`src/rtl/edge_event_arbiter_pkg.sv`:
```
// Shared types and the round-robin search used by edge_event_arbiter.
package edge_event_arbiter_pkg;

  localparam int unsigned MAX_CH    = 16;
  localparam int unsigned MAX_IDX_W = 4;

  typedef enum logic [0:0] {
    IDLE  = 1'b0,
    OFFER = 1'b1
  } state_t;

  typedef struct packed {
    logic                 found;
    logic [MAX_IDX_W-1:0] idx;
  } grant_t;

  // First set request after ptr, wrapping modulo n.
  function automatic grant_t rr_pick(input logic [MAX_CH-1:0]    req,
                                     input logic [MAX_IDX_W-1:0] ptr,
                                     input int unsigned          n);
    grant_t      g;
    int unsigned j;
    g = '0;
    for (int unsigned k = 1; k <= MAX_CH; k++) begin
      j = (32'(ptr) + k) % n;
      if (k <= n && !g.found && req[j[MAX_IDX_W-1:0]]) begin
        g.found = 1'b1;
        g.idx   = MAX_IDX_W'(j);
      end
    end
    return g;
  endfunction

endpackage

```
`src/rtl/edge_event_arbiter_edge_flag.sv`:
```
// Per-channel transition detector: previous-sample register plus post-reset arming.
module edge_flag (
  input  logic Clk,
  input  logic Clr,
  input  logic x,
  input  logic en,
  output logic flag_c,
  output logic level_c
);

  logic prev;
  logic armed;

  always_ff @(posedge Clk or posedge Clr) begin
    if (Clr) begin
      prev  <= 1'b0;
      armed <= 1'b0;
    end else begin
      prev  <= x;
      armed <= 1'b1;
    end
  end

  assign flag_c  = armed & en & (x != prev);
  assign level_c = x;

endmodule

```
`src/rtl/edge_event_arbiter.sv`:
```
// Edge detection on N_CH lines, one pending event per channel, round-robin
// arbitration onto a single valid/ready event port.
module edge_event_arbiter
  import edge_event_arbiter_pkg::*;
#(
  parameter int unsigned N_CH  = 4,
  parameter int unsigned IDX_W = 2,
  parameter int unsigned CNT_W = 8
) (
  input  logic             Clk,
  input  logic             Clr,
  input  logic [N_CH-1:0]  X,
  input  logic [N_CH-1:0]  Mask,
  output logic             Evt_valid,
  input  logic             Evt_ready,
  output logic [IDX_W-1:0] Evt_ch,
  output logic             Evt_level,
  output logic [CNT_W-1:0] Drop_cnt,
  output logic             Busy
);

  localparam int unsigned      SUM_W   = CNT_W + 5;
  localparam logic [CNT_W-1:0] CNT_MAX = '1;

  logic [N_CH-1:0]  edge_c;
  logic [N_CH-1:0]  lvl_c;
  logic [N_CH-1:0]  pending, pending_n;
  logic [N_CH-1:0]  plevel, plevel_n;
  logic [N_CH-1:0]  take_c;
  logic [N_CH-1:0]  drop_c;
  logic [IDX_W-1:0] rr_ptr;
  logic [CNT_W-1:0] drop_next;
  logic [SUM_W-1:0] drop_sum;
  logic [MAX_CH-1:0] plevel_x;
  grant_t           grant;
  state_t           state, next_state;
  logic             load_c;

  for (genvar i = 0; i < N_CH; i++) begin : g_flag
    edge_flag u_flag (
      .Clk    (Clk),
      .Clr    (Clr),
      .x      (X[i]),
      .en     (Mask[i]),
      .flag_c (edge_c[i]),
      .level_c(lvl_c[i])
    );
  end

  assign grant    = rr_pick(MAX_CH'(pending & Mask), MAX_IDX_W'(rr_ptr), N_CH);
  assign plevel_x = MAX_CH'(plevel);

  always_ff @(posedge Clk or posedge Clr) begin
    if (Clr) state <= IDLE;
    else     state <= next_state;
  end

  always_comb begin
    next_state = state;
    case (state)
      IDLE:    if (grant.found) next_state = OFFER;
      OFFER:   if (Evt_ready && !grant.found) next_state = IDLE;
      default: next_state = IDLE;
    endcase
  end

  always_comb begin
    load_c = 1'b0;
    case (state)
      IDLE:    load_c = grant.found;
      OFFER:   load_c = Evt_ready & grant.found;
      default: load_c = 1'b0;
    endcase
  end

  // A fresh edge on the channel being loaded re-arms it rather than dropping.
  always_comb begin
    take_c    = '0;
    drop_c    = '0;
    pending_n = pending;
    plevel_n  = plevel;
    drop_sum  = SUM_W'(Drop_cnt);
    for (int unsigned i = 0; i < N_CH; i++) begin
      take_c[i] = load_c && (grant.idx == MAX_IDX_W'(i));
      drop_c[i] = edge_c[i] & pending[i] & ~take_c[i];
      if (!Mask[i]) begin
        pending_n[i] = 1'b0;
      end else if (edge_c[i] && (!pending[i] || take_c[i])) begin
        pending_n[i] = 1'b1;
        plevel_n[i]  = lvl_c[i];
      end else if (take_c[i]) begin
        pending_n[i] = 1'b0;
      end
      drop_sum = drop_sum + SUM_W'(drop_c[i]);
    end
    drop_next = (drop_sum > SUM_W'(CNT_MAX)) ? CNT_MAX : CNT_W'(drop_sum);
  end

  always_ff @(posedge Clk or posedge Clr) begin
    if (Clr) begin
      pending   <= '0;
      plevel    <= '0;
      Drop_cnt  <= '0;
      rr_ptr    <= IDX_W'(N_CH - 1);
      Evt_valid <= 1'b0;
      Evt_ch    <= '0;
      Evt_level <= 1'b0;
      Busy      <= 1'b0;
    end else begin
      pending   <= pending_n;
      plevel    <= plevel_n;
      Drop_cnt  <= drop_next;
      Evt_valid <= (next_state == OFFER);
      Busy      <= (next_state == OFFER) | (|pending_n);
      if (load_c) begin
        Evt_ch    <= IDX_W'(grant.idx);
        Evt_level <= plevel_x[grant.idx];
        rr_ptr    <= IDX_W'(grant.idx);
      end
    end
  end

endmodule

```
`config.mk`:
```
export PLATFORM = sky130hd
export DESIGN_NAME = edge_event_arbiter
export DESIGN_NICKNAME = d
export VERILOG_FILES = /design/src/rtl/edge_event_arbiter_pkg.sv /design/src/rtl/edge_event_arbiter_edge_flag.sv /design/src/rtl/edge_event_arbiter.sv
export SDC_FILE = /design/constraint.sdc
export NUM_CORES = 1
export LEC_CHECK = 0
export CORE_UTILIZATION = 48
export CTS_BUF_LIST = sky130_fd_sc_hd__clkbuf_4 sky130_fd_sc_hd__clkbuf_8 sky130_fd_sc_hd__clkbuf_16
export CTS_CLUSTER_SIZE = 40
export DETAILED_ROUTE_END_ITERATION = 8
export PLACE_DENSITY = 0.78
export SETUP_SLACK_MARGIN = 0.4
export SLEW_MARGIN = 10
export SYNTH_ARGS = -nofsm -noshare
export SYNTH_HDL_FRONTEND = slang
export SYNTH_SLANG_ARGS = --single-unit
```
`constraint.sdc`:
```
create_clock -name Clk -period 4.3 [get_ports Clk]
set_clock_uncertainty 0.2 [all_clocks]
set_input_delay 1.29 -clock Clk [delete_from_list [all_inputs] [get_ports Clk]]
set_output_delay 1.29 -clock Clk [all_outputs]
set_load 0.01 [all_outputs]
```
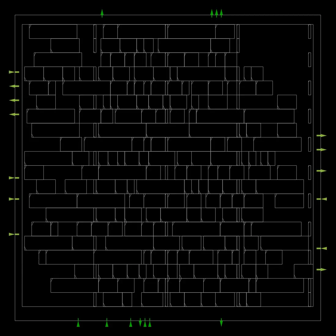
placement.png
post-route core utilization: 74.0%
flop count: 28

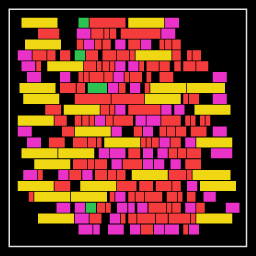
placement_by_type.png
Drawn at 4 px/um.
legend:
  remaining buffers and delay cells:
    color: magenta
    cells: 61
  sequential cells:
    color: yellow
    cells: 28
  combinational and other logic:
    color: red
    cells: 123
  clock drivers and dummy loads:
    color: green
    cells: 4

==> flow_results.xml <==
<?xml version="1.0" encoding="UTF-8"?>
<metrics>
  <group name="final_timing">
    <metric name="totalNegativeSetupSlack" unit="ns">0</metric>
    <metric name="layout_worst_path_cycle_share" unit="%">94.8</metric>
    <metric name="max-slew-margin-rel" unit="%">29.7</metric>
    <metric name="timing_worst_slew_pin_value" unit="ns">1.05</metric>
    <metric name="min_period" unit="ns">4.07</metric>
    <metric name="clock.fmax" unit="MHz">245</metric>
    <metric name="setup_viol_count_final" unit="">0</metric>
    <metric name="final-max-slew-violation-count" unit="">0</metric>
    <metric name="unrepaired_setup_endpoints_after_global_routing" unit="">yes</metric>
    <metric name="whs" unit="ns">0.300</metric>
    <metric name="layout_setup_ws" unit="ns">0.225</metric>
  </group>
  <group name="synth">
    <metric name="async_sr_flop_fraction" unit="%">100</metric>
    <metric name="ys_top_logic_family" unit="">simple AND/OR/NAND/NOR gates</metric>
    <metric name="yosys.area_share.aoi" unit="%">12.9</metric>
    <metric name="post_synth_xor_xnor_area" unit="%">6.19</metric>
    <metric name="synthCells" unit="">155</metric>
    <metric name="number_of_nets_produced_by_synthesis" unit="">170</metric>
    <metric name="synth_mux_share" unit="%">6.99</metric>
    <metric name="flop_cell" unit="">sky130_fd_sc_hd__dfrtp_1</metric>
    <metric name="cells_yosys" unit="">155</metric>
    <metric name="enable_flop_cells" unit="">0</metric>
    <metric name="synth.avg_cell_area" unit="um^2">10.0</metric>
    <metric name="synth-seq-area-share" unit="%">45.2</metric>
    <metric name="top_area_cell" unit="">sky130_fd_sc_hd__dfrtp_1</metric>
    <metric name="synthesis.area" unit="um^2">1560</metric>
    <metric name="yosysChipArea" unit="um^2">1560</metric>
    <metric name="synthDistinctLibCells" unit="">44</metric>
    <metric name="yosys_warnings" unit="">0</metric>
    <metric name="most_numerous_cell_in_the_yosys_netlist" unit="">sky130_fd_sc_hd__dfrtp_1</metric>
    <metric name="area_leaders" unit="">sky130_fd_sc_hd__dfrtp_1, sky130_fd_sc_hd__nand2_1, sky130_fd_sc_hd__mux2_2</metric>
  </group>
  <group name="routing">
    <metric name="postRouteWirelength" unit="um">3950</metric>
    <metric name="drcViolationCount" unit="">0</metric>
    <metric name="number_of_optimization_iterations_in_the_first_detailed_route_pass" unit="">4</metric>
    <metric name="postRouteAntennaNets" unit="">0</metric>
  </group>
  <group name="outcome">
    <metric name="status" unit="">finished clean</metric>
  </group>
  <group name="critical_path">
    <metric name="critPathArrivalTime" unit="ns">4.17</metric>
    <metric name="crit_slowest_cell" unit="">sky130_fd_sc_hd__fa_2</metric>
    <metric name="path_buffers" unit="">2</metric>
    <metric name="peak_per_stage_delay_on_the_critical_path" unit="ns">0.44</metric>
    <metric name="reg2reg_setup_slack" unit="ns">0.62</metric>
    <metric name="cp_num_cells" unit="">14</metric>
    <metric name="endpoint" unit="">Drop_cnt[1]</metric>
    <metric name="cpLargestDelayFamily" unit="">simple AND/OR/NAND/NOR gates</metric>
    <metric name="r2r-end" unit="">Drop_cnt[1]</metric>
    <metric name="end_kind" unit="">flop</metric>
    <metric name="worst_endpoint_required_time" unit="ns">4.39</metric>
    <metric name="worst-path-max-fanout" unit="">6</metric>
    <metric name="critical_path.most_common_cell" unit="">sky130_fd_sc_hd__fa_2</metric>
    <metric name="worst_setup_path_start_kind" unit="">input pin</metric>
    <metric name="crit_start" unit="">Mask[1]</metric>
  </group>
  <group name="place">
    <metric name="placed_cells" unit="">245</metric>
    <metric name="buffer_ports.inserted" unit="">23</metric>
    <metric name="pre_cts_ws" unit="ns">-0.666</metric>
  </group>
  <group name="cells_and_area">
    <metric name="multi_input_comb_area" unit="um^2">925</metric>
    <metric name="drive_above_1_share" unit="%">38.4</metric>
    <metric name="final_net_count" unit="">232</metric>
    <metric name="design_area" unit="um^2">2260</metric>
    <metric name="antennaDiodeCount" unit="">0</metric>
    <metric name="final_cells" unit="">260</metric>
    <metric name="seq_area" unit="um^2">703</metric>
    <metric name="nFillCells" unit="">207</metric>
  </group>
  <group name="clocking">
    <metric name="cts_post_setup_buffers_inserted" unit="">8</metric>
    <metric name="clk_path_buf_depth" unit="">2</metric>
    <metric name="number_of_buffers_created_by_cts" unit="">3</metric>
    <metric name="htree_num_levels" unit="">1</metric>
    <metric name="cts-hold-fix-buffers" unit="">0</metric>
    <metric name="clkSinkCount" unit="">28</metric>
    <metric name="tritoncts_clock_tree" unit="">done</metric>
    <metric name="clkSlewWorstSetupHoldPaths" unit="ns">0.15</metric>
  </group>
  <group name="pwr">
    <metric name="clk-power" unit="W">0.000136</metric>
    <metric name="leakagePower" unit="nW">1.04</metric>
    <metric name="net-switching-power" unit="W">0.000353</metric>
    <metric name="power_group_with_the_highest_consumption" unit="">combinational cells</metric>
    <metric name="power_sequential" unit="W">0.000416</metric>
    <metric name="power.share.combinational" unit="%">44.4</metric>
    <metric name="cellInternalPower" unit="W">0.000639</metric>
    <metric name="netSwitchingFraction" unit="%">35.6</metric>
    <metric name="pwr-share-seq" unit="%">42.0</metric>
    <metric name="pg_comb" unit="W">0.000440</metric>
    <metric name="irDropWorstVdd" unit="mV">0.258</metric>
  </group>
  <group name="die">
    <metric name="num_rows" unit="">20</metric>
    <metric name="die.size.y" unit="um">58.9</metric>
    <metric name="floorplan.die_area" unit="um^2">3470</metric>
    <metric name="core_region_area" unit="um^2">3050</metric>
  </group>
  <group name="worst_hold_path">
    <metric name="timing.hold.worst_path_depth" unit="">2</metric>
    <metric name="hp-start" unit="">Evt_ch[1]</metric>
    <metric name="hp-class" unit="">reg -&gt; reg</metric>
  </group>
  <group name="grt">
    <metric name="antenna_found_initial" unit="">0</metric>
    <metric name="grt_pass1_wl" unit="um">6420</metric>
    <metric name="global_route.usage.total" unit="%">24.8</metric>
    <metric name="globalRoute.totalOverflow" unit="">0</metric>
    <metric name="largest_net_degree_at_the_start_of_global_routing" unit="">29</metric>
    <metric name="first_global_vias" unit="">1410</metric>
  </group>
  <group name="flow_run">
    <metric name="cap_viol_max_count" unit="">0</metric>
  </group>
</metrics>
routing by layer:
layer / global-route usage [%] / share of wire, % / wire length [um] / vias up
met3: 1.76 / 5.3 / 208 / 9
met5: 0 / 0 / 0 / -
met2: 40.3 / 49 / 1920 / 55
met4: 11.2 / 2.2 / 87 / 0
met1: 34.0 / 44 / 1740 / 685
li1: - / - / - / 670
area by class of cell:
| class | instances | share of cell area, % |
|---|---|---|
| tap | 44 | 2.44 |
| multi-input combinational | 116 | 40.9 |
| clock buffer | 4 | 1.61 |
| inverter | 7 | 1.16 |
| timing repair buffer | 61 | 22.8 |
| sequential | 28 | 31.1 |
placed cells by master (no fill, tap or decap), types with 3 or more instances in the layout:
cell | synthesis | layout
sky130_fd_sc_hd__dfrtp_1 | 26 | 26
sky130_fd_sc_hd__xor2_1 | 8 | 7
sky130_fd_sc_hd__mux2_2 | 7 | 6
sky130_fd_sc_hd__clkbuf_4 | 0 | 3
sky130_fd_sc_hd__nand2b_1 | 6 | 4
sky130_fd_sc_hd__and2_1 | 3 | 3
sky130_fd_sc_hd__buf_4 | 0 | 37
sky130_fd_sc_hd__nand3_1 | 7 | 6
sky130_fd_sc_hd__nand2_2 | 0 | 4
sky130_fd_sc_hd__nand2_1 | 23 | 19
sky130_fd_sc_hd__mux2i_1 | 3 | 3
sky130_fd_sc_hd__o21ai_0 | 7 | 5
sky130_fd_sc_hd__and3_1 | 3 | 3
sky130_fd_sc_hd__xnor2_1 | 3 | 3
sky130_fd_sc_hd__clkdlybuf4s50_1 | 0 | 18
sky130_fd_sc_hd__a22oi_2 | 0 | 3
sky130_fd_sc_hd__nor2_1 | 6 | 6
sky130_fd_sc_hd__nand2b_4 | 1 | 3
sky130_fd_sc_hd__inv_1 | 7 | 5
Power is estimated from default activity; no workload was simulated.
